<file path="config.mk">
export PLATFORM = sky130hd
export DESIGN_NAME = l1_cache_control
export DESIGN_NICKNAME = d
export VERILOG_FILES = /design/src/rtl/l1_cache_control_pkg.sv /design/src/rtl/l1_cache_control_perf_counter.sv /design/src/rtl/l1_cache_control.sv
export SDC_FILE = /design/constraint.sdc
export NUM_CORES = 1
export LEC_CHECK = 0
export ABC_AREA = 0
export CAP_MARGIN = 20
export CORE_UTILIZATION = 28
export DETAILED_ROUTE_END_ITERATION = 6
export PLACE_DENSITY = 0.86
export SETUP_SLACK_MARGIN = 0.2
export SLEW_MARGIN = 5
export SYNTH_ARGS = -nofsm -noshare
export SYNTH_HDL_FRONTEND = slang
export SYNTH_SLANG_ARGS = --single-unit
</file>
<file path="constraint.sdc">
create_clock -name clk -period 1.75 [get_ports clk]
set_input_delay 0.175 -clock clk [delete_from_list [all_inputs] [get_ports clk]]
set_output_delay 0.175 -clock clk [all_outputs]
set_load 0.01 [all_outputs]
</file>
<file path="src/rtl/l1_cache_control_pkg.sv">
// Shared types and select encodings for the L1 cache controller.
package l1_cache_types;

    typedef enum logic [1:0] {
        CHECK     = 2'd0,
        WRITEBACK = 2'd1,
        FILL      = 2'd2
    } state_e;

    localparam logic [1:0] CIN_NONE = 2'b00;
    localparam logic [1:0] CIN_WHIT = 2'b10;
    localparam logic [1:0] CIN_FILL = 2'b11;

    localparam logic [1:0] MM_NONE  = 2'b00;
    localparam logic [1:0] MM_DIRTY = 2'b01;
    localparam logic [1:0] MM_ALLOC = 2'b11;

endpackage

</file>
<file path="src/rtl/l1_cache_control_perf_counter.sv">
// Saturating event counter; holds at all-ones once reached.
module l1_perf_counter #(
    parameter int unsigned PERF_CNT_W = 32
) (
    input  logic                  clk,
    input  logic                  rst,
    input  logic                  inc_i,
    output logic [PERF_CNT_W-1:0] cnt_o
);

    logic [PERF_CNT_W-1:0] cnt_q, cnt_d;

    always_comb begin
        cnt_d = cnt_q;
        if (inc_i && (cnt_q != '1)) cnt_d = cnt_q + 1'b1;
    end

    always_ff @(posedge clk) begin
        if (rst) cnt_q <= '0;
        else     cnt_q <= cnt_d;
    end

    assign cnt_o = cnt_q;

endmodule

</file>
<file path="src/rtl/l1_cache_control.sv">
// L1 cache control FSM: hit check, dirty writeback, line fill.
// Optional performance counters enabled by L1_CACHE_PERF_CNT_EN.
module l1_cache_control
    import l1_cache_types::*;
#(
    parameter int unsigned PERF_CNT_W = 32
) (
    input  logic                  clk,
    input  logic                  rst,
    input  logic                  mem_read,
    input  logic                  mem_write,
    output logic                  mem_resp,
    input  logic                  hit,
    input  logic                  lru_valid_dirty,
    output logic                  addr_sel,
    output logic [1:0]            cache_in_sel,
    output logic [1:0]            metamux_sel,
    output logic                  lru_itf_load,
    output logic                  pmem_read,
    output logic                  pmem_write,
    input  logic                  pmem_resp,
    output logic [PERF_CNT_W-1:0] hit_count,
    output logic [PERF_CNT_W-1:0] miss_count,
    output logic [PERF_CNT_W-1:0] wb_count
);

    state_e state_q, state_d;
    logic   req;

    assign req = mem_read | mem_write;

    always_ff @(posedge clk) begin
        if (rst) state_q <= CHECK;
        else     state_q <= state_d;
    end

    always_comb begin
        state_d = state_q;
        case (state_q)
            CHECK:     if (req && !hit) state_d = lru_valid_dirty ? WRITEBACK : FILL;
            WRITEBACK: if (pmem_resp)   state_d = FILL;
            FILL:      if (pmem_resp)   state_d = CHECK;
            default:                    state_d = CHECK;
        endcase
    end

    always_comb begin
        mem_resp     = 1'b0;
        addr_sel     = 1'b0;
        cache_in_sel = CIN_NONE;
        metamux_sel  = MM_NONE;
        lru_itf_load = 1'b0;
        pmem_read    = 1'b0;
        pmem_write   = 1'b0;
        case (state_q)
            CHECK: begin
                if (req && hit) begin
                    mem_resp     = 1'b1;
                    lru_itf_load = 1'b1;
                    // A simultaneous read+write is handled as a write
                    if (mem_write) begin
                        cache_in_sel = CIN_WHIT;
                        metamux_sel  = MM_DIRTY;
                    end
                end
            end
            WRITEBACK: begin
                addr_sel   = 1'b1;
                pmem_write = 1'b1;
            end
            FILL: begin
                pmem_read = 1'b1;
                if (pmem_resp) begin
                    cache_in_sel = CIN_FILL;
                    metamux_sel  = MM_ALLOC;
                end
            end
            default: ;
        endcase
    end

`ifdef L1_CACHE_PERF_CNT_EN
    logic refill_q, refill_d;
    logic hit_ev, miss_ev, wb_ev;

    // Marks the re-check cycle after a fill so its hit is not counted
    assign refill_d = (state_q == FILL) && pmem_resp;

    always_ff @(posedge clk) begin
        if (rst) refill_q <= 1'b0;
        else     refill_q <= refill_d;
    end

    assign hit_ev  = (state_q == CHECK) && req && hit && !refill_q;
    assign miss_ev = (state_q == CHECK) && req && !hit;
    assign wb_ev   = miss_ev && lru_valid_dirty;

    l1_perf_counter #(.PERF_CNT_W(PERF_CNT_W)) u_hit_cnt (
        .clk(clk), .rst(rst), .inc_i(hit_ev), .cnt_o(hit_count)
    );
    l1_perf_counter #(.PERF_CNT_W(PERF_CNT_W)) u_miss_cnt (
        .clk(clk), .rst(rst), .inc_i(miss_ev), .cnt_o(miss_count)
    );
    l1_perf_counter #(.PERF_CNT_W(PERF_CNT_W)) u_wb_cnt (
        .clk(clk), .rst(rst), .inc_i(wb_ev), .cnt_o(wb_count)
    );
`else
    assign hit_count  = '0;
    assign miss_count = '0;
    assign wb_count   = '0;
`endif

    a_rd_wr_exclusive: assert property (@(posedge clk) disable iff (rst)
        !(mem_read && mem_write));

endmodule

</file>
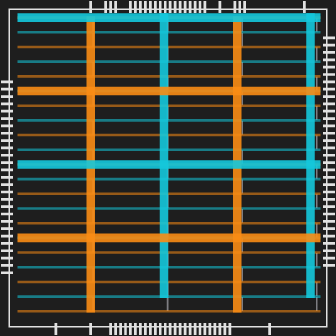
**Above:** power grid.
Pins as bars on the die edge. Tap cells in grey.
VSS: shown in orange. VDD: shown in cyan.
The core has 20 rows. 112 signal pins sit on the boundary.

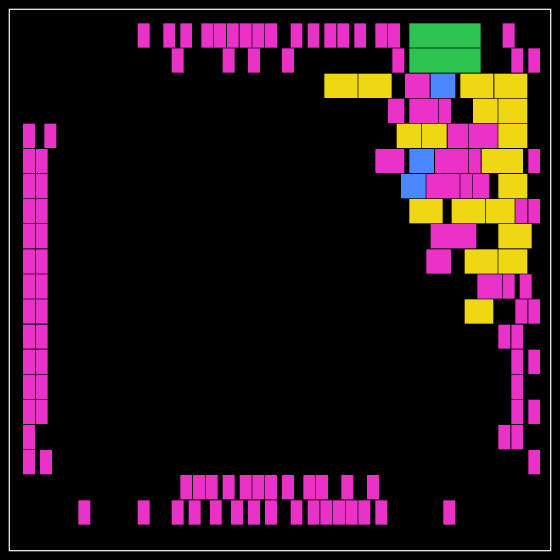
**Above:** cells coloured by class.
remaining buffers and delay cells: shown in yellow, cells 18. clock-net drivers: shown in blue, cells 3. remaining logic cells: shown in magenta, cells 111. registers: shown in green, cells 2.
utilization of the core after routing: 24.8%
total non-filler cell area in the finished layout: 758 um2
row count: 20
flip-flop and latch share of the layout cell area: 5.61%

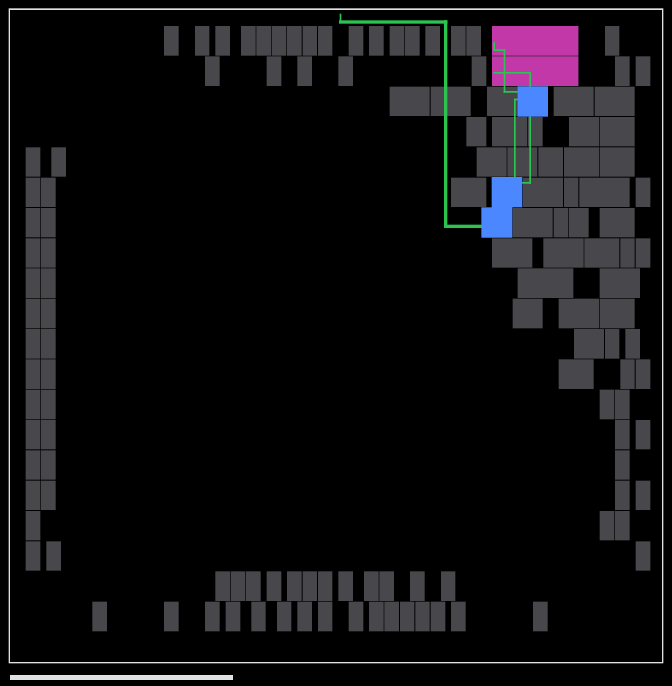
**Above:** clock distribution.
Bar = 20 um.
clock-net drivers: shown in blue, count 3. flip-flops: shown in magenta, count 2. clock wires: shown in green, length 68.8 um.
There are 4 routed clock nets.

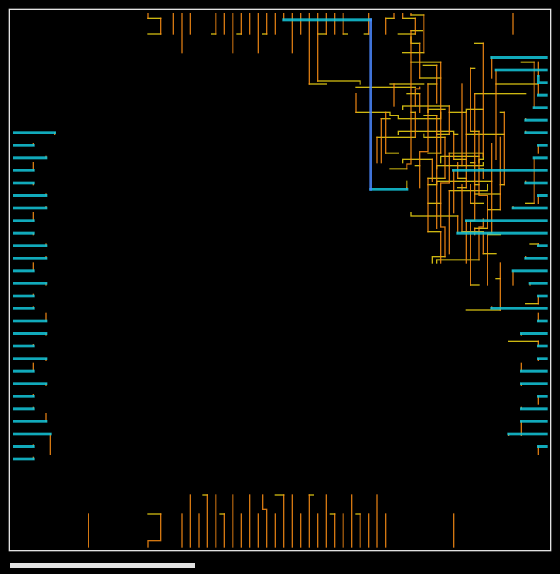
**Above:** signal wires by layer.
Bar = 20 um.
M2: shown in orange, wire length 504 um. M3: shown in cyan, wire length 182 um. M1: shown in yellow, wire length 189 um. M4: shown in blue, wire length 18.4 um.
detail-routed net length per standard cell: 5.02 um
overall routing resource usage: 3.81%
total routed wirelength: 893 um

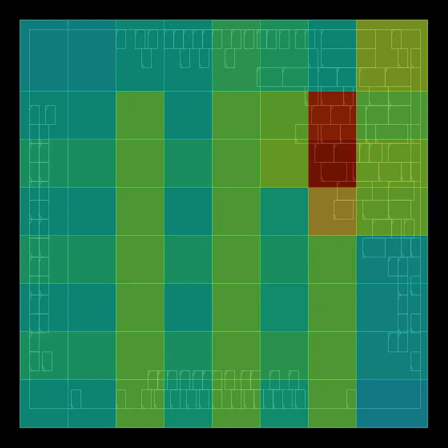
**Above:** routing congestion map.
GR met1 Demand/Resource: 2.38%
global routing's busiest layer: met2
met2 demand-to-capacity share in global routing: 7.55%

==> results.py <==
# Auto-generated metrics
metrics = {
    "global_routing": {
        "grt_first_pass_wirelength_um": 938,
        "global_route.overflow_total": 0,
        "first_global_vias": 253,
        "number_of_antenna_violations_at_the_first_check_in_global_routing": 0,
        "grt_max_degree": 6,
    },
    "placement": {
        "dpl.hpwl_um": 789,
        "place.port_buffers": 15,
        "gp_congestion": 0.563,
        "post-place-ws_ns": -0.0158,
    },
    "clock_tree": {
        "cts_tree": "yes",
        "tritoncts_num_sinks": 2,
        "tritoncts.num_buffers": 3,
        "clkTransAtPathRegs_ns": 0.03,
        "cts_buffer_depth": 2,
        "htree_levels": 1,
        "cts-hold-fix-buffers": 0,
        "clk_root_buffer_cell": "sky130_fd_sc_hd__clkbuf_4",
        "worstSkewPairLatency_ns": 0.22,
    },
    "power_and_ir_drop": {
        "vdd_drop_max_uv": 85.0,
        "power_per_cell_area_nw_per_um2": 430,
        "switching_share_pct": 46.9,
        "internal-power_uw": 173,
        "share_seq_of_total_power_pct": 16.8,
        "power_switching_uw": 153,
        "leakage_uw": 0.000490,
        "power_frac_comb_pct": 52.3,
        "power.clock.fraction_pct": 30.9,
    },
    "finish": {
        "mi_logic_area_um2": 470,
        "net_total_in_the_final_layout": 143,
        "flip_flop_count_of_the_largest_register_after_layout": 2,
        "share_of_post_route_cells_with_drive_strength_above_1_pct": 8.96,
        "top_regs": "state_q x2",
        "fillers": 339,
        "layout-area-overhead-vs-synth_pct": -15.2,
        "antenna_cells": 0,
        "register_area_um2": 42.5,
        "largest-register": "state_q",
    },
    "outcome": {
        "run_status": "finished clean",
    },
    "die": {
        "chip_area_um2": 3430,
        "floorplan.core_util_pct": 29.3,
        "io-pin-count": 112,
        "die_x_um": 58.5,
        "core-area_um2": 3050,
        "die-height_um": 58.5,
    },
    "sta": {
        "fmax_ghz": 0.675,
        "rsz0062_at_grt": "false",
        "finalWorstPathRequiredPeriod_ns": 1.48,
        "finalCritPeriodShare_pct": 84.6,
        "hold_ws_ns": 0.625,
        "timing.final.hold_violations": 0,
        "fin_worst_skew_ns": 0.00357,
        "timing_max_transition_violations_final": 0,
        "layout_setup_ws_ns": 0.269,
        "setup-violations-final": 0,
    },
    "logic_synthesis": {
        "ffs_w_async_s_r_synth_pct": 0,
        "syn-instance-count": 118,
        "netlist_area_um2": 895,
        "enable_flop_cells": 0,
        "synth.yosys.chip_area_um2": 895,
        "simple_gate_share_pct": 7.55,
        "synth-cells-yosys": 118,
        "post_synth_num_cell_types": 16,
        "yosysWarnings": 0,
        "ys_dominant_reg_cell": "sky130_fd_sc_hd__dfxtp_1",
        "xor_area_share_pct": 0,
        "synthAoiAreaFrac_pct": 2.52,
        "synth.cellmix.adderShare_pct": 0,
        "ys_seq_share_pct": 4.48,
        "post_synth_main_logic_family": "buffers and inverters",
        "synth_flop_count": 2,
        "muxShareOfSynthArea_pct": 1.12,
        "synthesis.area_per_instance_um2": 7.58,
    },
    "setup_path": {
        "cp_slowest_cell": "sky130_fd_sc_hd__clkdlybuf4s50_1",
        "crit_chain": "and2b_2, clkdlybuf4s50_1",
        "endpoint_kind": "primary output",
        "timing.critical_path.fanout_max": 4,
        "critical_setup_path_class": "reg2out",
        "worst-endpoint-required_ns": 1.57,
        "cp_data_arrival_time_ns": 1.31,
        "timing.reg2reg.worst_path_depth": 3,
        "critPathLaunchType": "flop",
        "critical_path.max_stage_delay_ns": 0.53,
    },
    "drt": {
        "route.antenna.remaining_nets": 0,
        "drt-pass1-iter-count": 2,
        "drt_first_iter_violations": 7,
        "route.detailed.drc": 0,
        "vias_per_cell": 2.69,
        "num_vias": 478,
    },
    "flow_run": {
        "maxCapViolCount": 0,
        "warnings": 26,
    },
    "min_path": {
        "timing.hold.worst.class": "in2reg",
        "hold_depth": 2,
    },
}
per-stage QoR:
| step | TNS (ns) | power (uW) | area [um2] | std cells |
|---|---|---|---|---|
| 2_1_floorplan | 0 | 338 | 1250 | 213 |
| 3_3_place_gp | -0.0161 | 224 | 728 | 175 |
| 3_5_place_dp | -0.0308 | 226 | 728 | 175 |
| 4_1_cts | 0 | 324 | 751 | 178 |
| 5_1_grt | 0 | 351 | 758 | 178 |
| 6_report | 0 | 326 | 758 | 178 |
critical path, delay by kind of cell (launching register included):
family / cells / cell delay, ns
buffers and inverters: 1 / 0.53
AND/OR/NAND/NOR: 1 / 0.23
flip-flops: 1 / 0.33
cells in the mapped netlist, types with 2 or more instances:
library cell	n	share of area, %
sky130_fd_sc_hd__nor2_1	2	0.84
sky130_fd_sc_hd__buf_4	100	84
sky130_fd_sc_hd__nor3_1	2	1.1
sky130_fd_sc_hd__dfxtp_1	2	4.5
layer usage:
metal / routed length, um / vias to the layer above / GRT usage (%)
li1: - / 201 / -
met1: 188 / 214 / 2.38
met2: 504 / 61 / 7.55
met3: 182 / 2 / 1.54
met4: 18 / 0 / 4.08
met5: 0 / - / 0
path summary, 6_finish.rpt:
kind,slack [ns],start,end
hold reg to reg,0.66,state_q[1],state_q[0]
hold / removal,0.62,rst,state_q[1]
setup reg to reg,0.82,state_q[0],state_q[1]
setup / recovery,0.27,state_q[0],pmem_read
kinds of logic after synthesis:
logic type,after synthesis
buffers and inverters,100
muxes,1
AOI/OAI and AO/OA,3
and+or+nand+nor,11
DFF,2
other,1
cell type report:
type | count | share of cell area [%]
Timing Repair Buffer | 18 | 22.1
Clock buffer | 3 | 2.97
Tap cell | 44 | 7.26
Multi-Input combinational cell | 111 | 62.0
Sequential cell | 2 | 5.61
placed cells by master, fill, tap and decap left out, drive strengths merged, types with 2 or more instances in the layout:
master	instances
buf	3
dfxtp	2
conb	96
and2	2
nor3	2
clkdlybuf4s50	8
nor2	2
clkbuf	3
dlygate4sd2	6
power by group through the flow:
stage	combinational, uW	sequential, uW	clock, uW
floorplan	285	52.2	0
global placement	171	52.8	0
detailed placement	173	53.3	0
CTS	166	53.9	103
global route	189	55.2	107
finish	171	54.7	101
timing repair:
item / 4_1_cts / 5_1_grt
gates resized: 9 / 2
setup buffers: 0 / 0
setup endpoints to repair: 8 / 2
gates cloned: 0 / 0
No activity file was given, so power comes from the tool's default toggle rates.
